**config.mk**
```make
export PLATFORM = sky130hd
export DESIGN_NAME = spi_master
export DESIGN_NICKNAME = d
export VERILOG_FILES = /design/src/rtl/spi_master.sv
export SDC_FILE = /design/constraint.sdc
export NUM_CORES = 1
export LEC_CHECK = 0
export CORE_ASPECT_RATIO = 0.7
export CORE_UTILIZATION = 40
export DETAILED_ROUTE_END_ITERATION = 7
export PLACE_DENSITY = 0.67
export SYNTH_ARGS = -nofsm -noshare
export SYNTH_HDL_FRONTEND = slang
export SYNTH_SLANG_ARGS = --single-unit
export TNS_END_PERCENT = 100
```
**constraint.sdc**
```tcl
create_clock -name sysclk -period 2 [get_ports sysclk]
set_clock_uncertainty 0.2 [all_clocks]
set_input_delay 0.2 -clock sysclk [delete_from_list [all_inputs] [get_ports sysclk]]
set_output_delay 0.2 -clock sysclk [all_outputs]
set_load 0.01 [all_outputs]
```
**src/rtl/spi_master.sv**
```systemverilog
`default_nettype none
// spi_master: SPI mode 0 master that shifts out one 24-bit {cmd,addr,payload} frame per start.
// Define SPI_MASTER_RX_EN to build the miso synchroniser and 24-bit response capture.
module spi_master #(
  parameter int unsigned HALF_PERIOD = 8,
  parameter int unsigned CS_SETUP    = 4,
  parameter int unsigned CS_HOLD     = 8,
  parameter int unsigned CS_GAP      = 4
) (
  input  logic        sysclk,
  input  logic        rst,
  input  logic        i_start,
  input  logic [7:0]  i_cmd,
  input  logic [7:0]  i_addr,
  input  logic [7:0]  i_payload,
  output logic        o_busy,
  output logic        o_done,
  output logic [23:0] o_rx_frame,
  output logic        sclk,
  output logic        cs,
  output logic        mosi,
  input  logic        miso
);

  typedef enum logic [2:0] {
    IDLE    = 3'd0,
    SETUP   = 3'd1,
    SCLK_HI = 3'd2,
    SCLK_LO = 3'd3,
    HOLD    = 3'd4,
    GAP     = 3'd5
  } state_t;

  localparam logic [15:0] HP_LOAD    = 16'(HALF_PERIOD - 1);
  localparam logic [15:0] SETUP_LOAD = 16'(CS_SETUP - 1);
  localparam logic [15:0] HOLD_LOAD  = 16'(CS_HOLD - 1);
  localparam logic [15:0] GAP_LOAD   = 16'(CS_GAP - 1);

  state_t      state_q;
  logic [15:0] timer_q;
  logic [4:0]  bit_cnt_q;
  logic [22:0] tx_sr_q;
  logic        sclk_q;
  logic        cs_q;
  logic        mosi_q;
  logic        busy_q;
  logic        done_q;
  logic        timer_zero;

  assign timer_zero = (timer_q == 16'd0);

  // The MSB goes straight to mosi at start, so only the remaining 23 bits are kept.
  always_ff @(posedge sysclk or posedge rst) begin
    if (rst) begin
      state_q   <= IDLE;
      timer_q   <= 16'd0;
      bit_cnt_q <= 5'd0;
      tx_sr_q   <= 23'd0;
      sclk_q    <= 1'b0;
      cs_q      <= 1'b1;
      mosi_q    <= 1'b0;
      busy_q    <= 1'b0;
      done_q    <= 1'b0;
    end else begin
      done_q  <= 1'b0;
      timer_q <= timer_q - 16'd1;
      case (state_q)
        IDLE: begin
          timer_q <= 16'd0;
          if (i_start) begin
            tx_sr_q   <= {i_cmd[6:0], i_addr, i_payload};
            mosi_q    <= i_cmd[7];
            cs_q      <= 1'b0;
            busy_q    <= 1'b1;
            bit_cnt_q <= 5'd0;
            timer_q   <= SETUP_LOAD;
            state_q   <= SETUP;
          end
        end
        SETUP: begin
          if (timer_zero) begin
            sclk_q  <= 1'b1;
            timer_q <= HP_LOAD;
            state_q <= SCLK_HI;
          end
        end
        SCLK_HI: begin
          if (timer_zero) begin
            sclk_q    <= 1'b0;
            bit_cnt_q <= bit_cnt_q + 5'd1;
            timer_q   <= HP_LOAD;
            state_q   <= SCLK_LO;
            if (bit_cnt_q == 5'd23) begin
              mosi_q <= 1'b0;
            end else begin
              mosi_q  <= tx_sr_q[22];
              tx_sr_q <= {tx_sr_q[21:0], 1'b0};
            end
          end
        end
        SCLK_LO: begin
          // The 24th pulse keeps its full low phase before the cs hold time starts.
          if (timer_zero) begin
            if (bit_cnt_q == 5'd24) begin
              timer_q <= HOLD_LOAD;
              state_q <= HOLD;
            end else begin
              sclk_q  <= 1'b1;
              timer_q <= HP_LOAD;
              state_q <= SCLK_HI;
            end
          end
        end
        HOLD: begin
          if (timer_zero) begin
            cs_q    <= 1'b1;
            done_q  <= 1'b1;
            timer_q <= GAP_LOAD;
            state_q <= GAP;
          end
        end
        GAP: begin
          if (timer_zero) begin
            busy_q  <= 1'b0;
            timer_q <= 16'd0;
            state_q <= IDLE;
          end
        end
        default: begin
          state_q <= IDLE;
          sclk_q  <= 1'b0;
          cs_q    <= 1'b1;
          mosi_q  <= 1'b0;
          busy_q  <= 1'b0;
          timer_q <= 16'd0;
        end
      endcase
    end
  end

  assign sclk   = sclk_q;
  assign cs     = cs_q;
  assign mosi   = mosi_q;
  assign o_busy = busy_q;
  assign o_done = done_q;

`ifdef SPI_MASTER_RX_EN
  logic [1:0]  miso_sync_q;
  logic [23:0] rx_sr_q;
  logic [23:0] rx_frame_q;

  // Sample on the last cycle of each high phase, well after the slave drove the bit.
  always_ff @(posedge sysclk or posedge rst) begin
    if (rst) begin
      miso_sync_q <= 2'b00;
      rx_sr_q     <= 24'd0;
      rx_frame_q  <= 24'd0;
    end else begin
      miso_sync_q <= {miso_sync_q[0], miso};
      if (state_q == IDLE && i_start) begin
        rx_sr_q <= 24'd0;
      end else if (state_q == SCLK_HI && timer_zero) begin
        rx_sr_q <= {rx_sr_q[22:0], miso_sync_q[1]};
      end
      if (state_q == HOLD && timer_zero) begin
        rx_frame_q <= rx_sr_q;
      end
    end
  end

  assign o_rx_frame = rx_frame_q;
`else
  logic unused_miso;
  assign unused_miso = miso;
  assign o_rx_frame  = 24'd0;
`endif

endmodule
`default_nettype wire
```
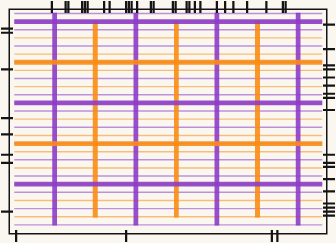
Figure 1: supply network.
Pins as bars on the die edge.
purple -> VSS
orange -> VDD
met5 straps = 5
rows = 26
met4 straps = 7
met1 rails = 27
Peak VDD IR: 422 µV
total core area: 7290 µm²
height of the die: 74.6 µm
width of the die: 106 µm

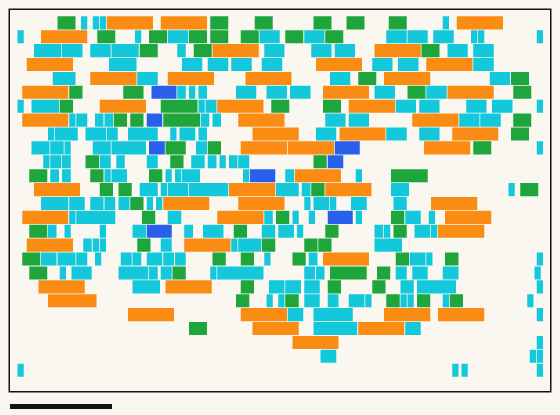
Figure 2: placed cells, one colour a class.
Bar = 20 µm.
orange -> flops  # cells 52
blue -> clock drivers and dummy loads  # cells 8
cyan -> combinational and other logic  # cells 209
green -> other buffers and delay cells  # cells 76
num rows: 26
fin area: 3850 µm²
post-layout utilization of the core: 0.528
share of the final layout cell area in sequential cells: 0.338

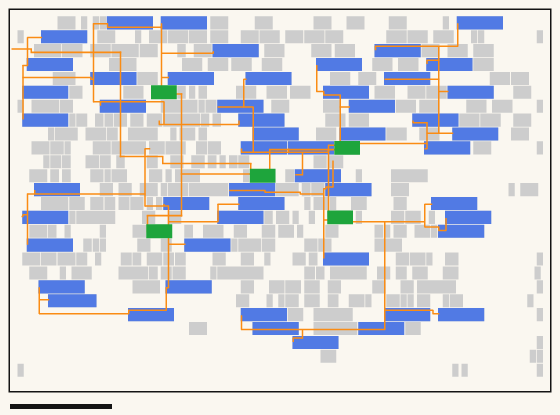
Figure 3: routed clock nets over the placement.
Bar = 20 µm.
blue -> flip-flops  # count 52
green -> clock drivers  # count 5
orange -> clock wires  # length 709 µm
routed clock nets = 6
power of the clock network: 661 µW
clock latency at the later pin of the worst-skew pair: 0.32 ns

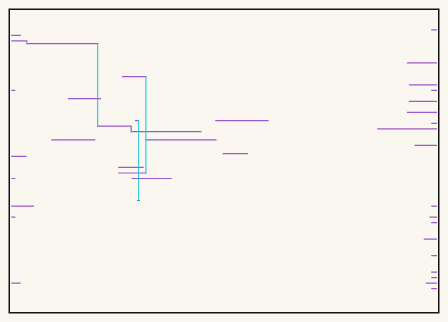
Figure 4: signal wires by layer.
Only two layers are drawn.
cyan -> metal 4  # wire length 63.9 µm
purple -> metal 3  # wire length 212 µm
global-route usage over all layers: 0.161
per-cell routed wire length: 14.1 µm
total detailed-routing wirelength: 6.23 mm
via count: 2,235

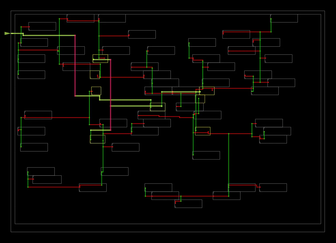
Figure 5: clock wiring as the flow saved it.
total clock sinks: 52
num sequential: 52
clock buffer count: 5
number of CTS-inserted buffers: 5

==> Slide: Implementation Results <==
Run Summary

Place
  – Dpl ws: -0.188 ns
  – Count of buffers inserted at the top-level ports: 31
  – Placed standard-cell area: 3620 µm²

Power
  – Switching portion of total power: 0.343
  – Total power draw: 3.92 mW
  – Share of power burned in combinational logic: 0.390

Worst setup path
  – Slowest stage delay, CP: 0.40 ns
  – Worst path required time: 2.01 ns
  – Worst Path Max Fanout: 18
  – Crit-path cells: inv_2, ha_4, nor4b_4, nand4_4, o21ai_4, buf_12, mux2_2
  – Launch point of the worst path: timer_q[0]

Detailed routing
  – Tally of nets with antenna violations remaining after routing: 0
  – Detailed Route Iter0 Violations: 39
  – DRC violations left: 0

Final layout
  – Highest-count logic cell in the final layout: dfrtp_1
  – Cell Count, Final, Fillers Out: 443
  – Antenna diode instance count: 0
  – Fill cells: 679
  – Combined area of the multi-input logic cells: 1590 µm²
  – Commonest non-fill, non-tap cells in the layout: dfrtp_1, buf_4, mux2_2, clkdlybuf4s50_1, conb_1

GRT
  – Global route overflow: 0
  – Global-route wire length before repair: 10.0 mm
  – GRT met1 Usage: 0.236

Outcome
  – Violated checks: setup timing
  – Result of the run: finished, violations left

STA
  – Final Setup Violations: 26
  – Minimum hold slack: 0.00410 ns
  – Final setup slack of the worst path: -0.0995 ns
  – Crit path time final: 2.10 ns
  – Unrepaired setup endpoints after global routing: yes

Logic synthesis
  – Post-synth EDFFs: 0
  – Share of async-settable or async-resettable flops after synthesis: 1.00
  – Post-synthesis cell count from yosys: 276
  – Post-Syn Area per Cell: 10.9 µm²
  – Synthesized-area fraction occupied by xor and xnor cells: 0.0320
  – Cell area leaders: dfrtp_1, mux2_2, buf_4, xor2_1, nor2_1

Clock network
  – Root buffer cell: clkbuf_8
  – Number of buffers added to fix hold violations after cts: 0

Min path
  – Path category of the worst min-delay check: in -> async

Die
  – Starting density of the core: 0.413
critical path: cells and delay by family (launching register included):
family	cells	cell delay (ns)
and+or+nand+nor	2	0.44
DFF	1	0.40
muxes	1	0.35
buffers and inverters	2	0.26
AOI/OAI and AO/OA	1	0.22
adders and majority gates	1	0.13
per-layer routing:
layer | part of all wire | up-vias
li1 | - | 1073
met3 | 0.034 | 7
met2 | 0.45 | 44
met5 | 0 | -
met1 | 0.50 | 1111
met4 | 0.010 | 0
path summary, 6_finish.rpt:
check | to | slack, ns | depth (start not counted)
max in group asynchronous | tx_sr_q[6] | 1.10 | 3
setup reg to reg | tx_sr_q[11] | -0.1 | 7
hold reg to reg | tx_sr_q[18] | 0.29 | 1
setup / recovery | tx_sr_q[11] | -0.1 | 7
hold / removal | timer_q[11] | 0.004 | 2
min in group sysclk | tx_sr_q[0] | 0.25 | 3
cell type report:
class,instances,area share
Multi-Input combinational cell,201,0.414
Clock buffer,5,0.0179
Clock inverter,3,0.00682
Timing Repair Buffer,76,0.183
Sequential cell,52,0.338
Inverter,8,0.00780
Tap cell,98,0.0318
state kept, by name, summed over array words and instances (netlist names):
name,count
bit_cnt_q,5
cs,1
mosi,1
o_busy,1
o_done,1
sclk,1
state_q,3
timer_q,16
tx_sr_q,23
cells in the mapped netlist, drive strengths merged, types with 2 or more instances:
master and count:
dfrtp 51, mux2 46, buf 35, nor2 20, nand2 15, o21ai 12
xor2 11, inv 8, nand4 8, nand3 7, nor3 6, a21oi 5
nor4 5, o211ai 5, or3 5, ha 4, clkbuf 3, nand3b 3
nand4b 3, nor4b 3, a311oi 2, or2 2
repair_timing:
action,in CTS,in global routing
hold endpoints to repair,0,0
pin swaps,8,3
buffers inserted,4,3
endpoints found under the setup margin,32,43
resized,10,8
Power and IR drop assume default switching activity.
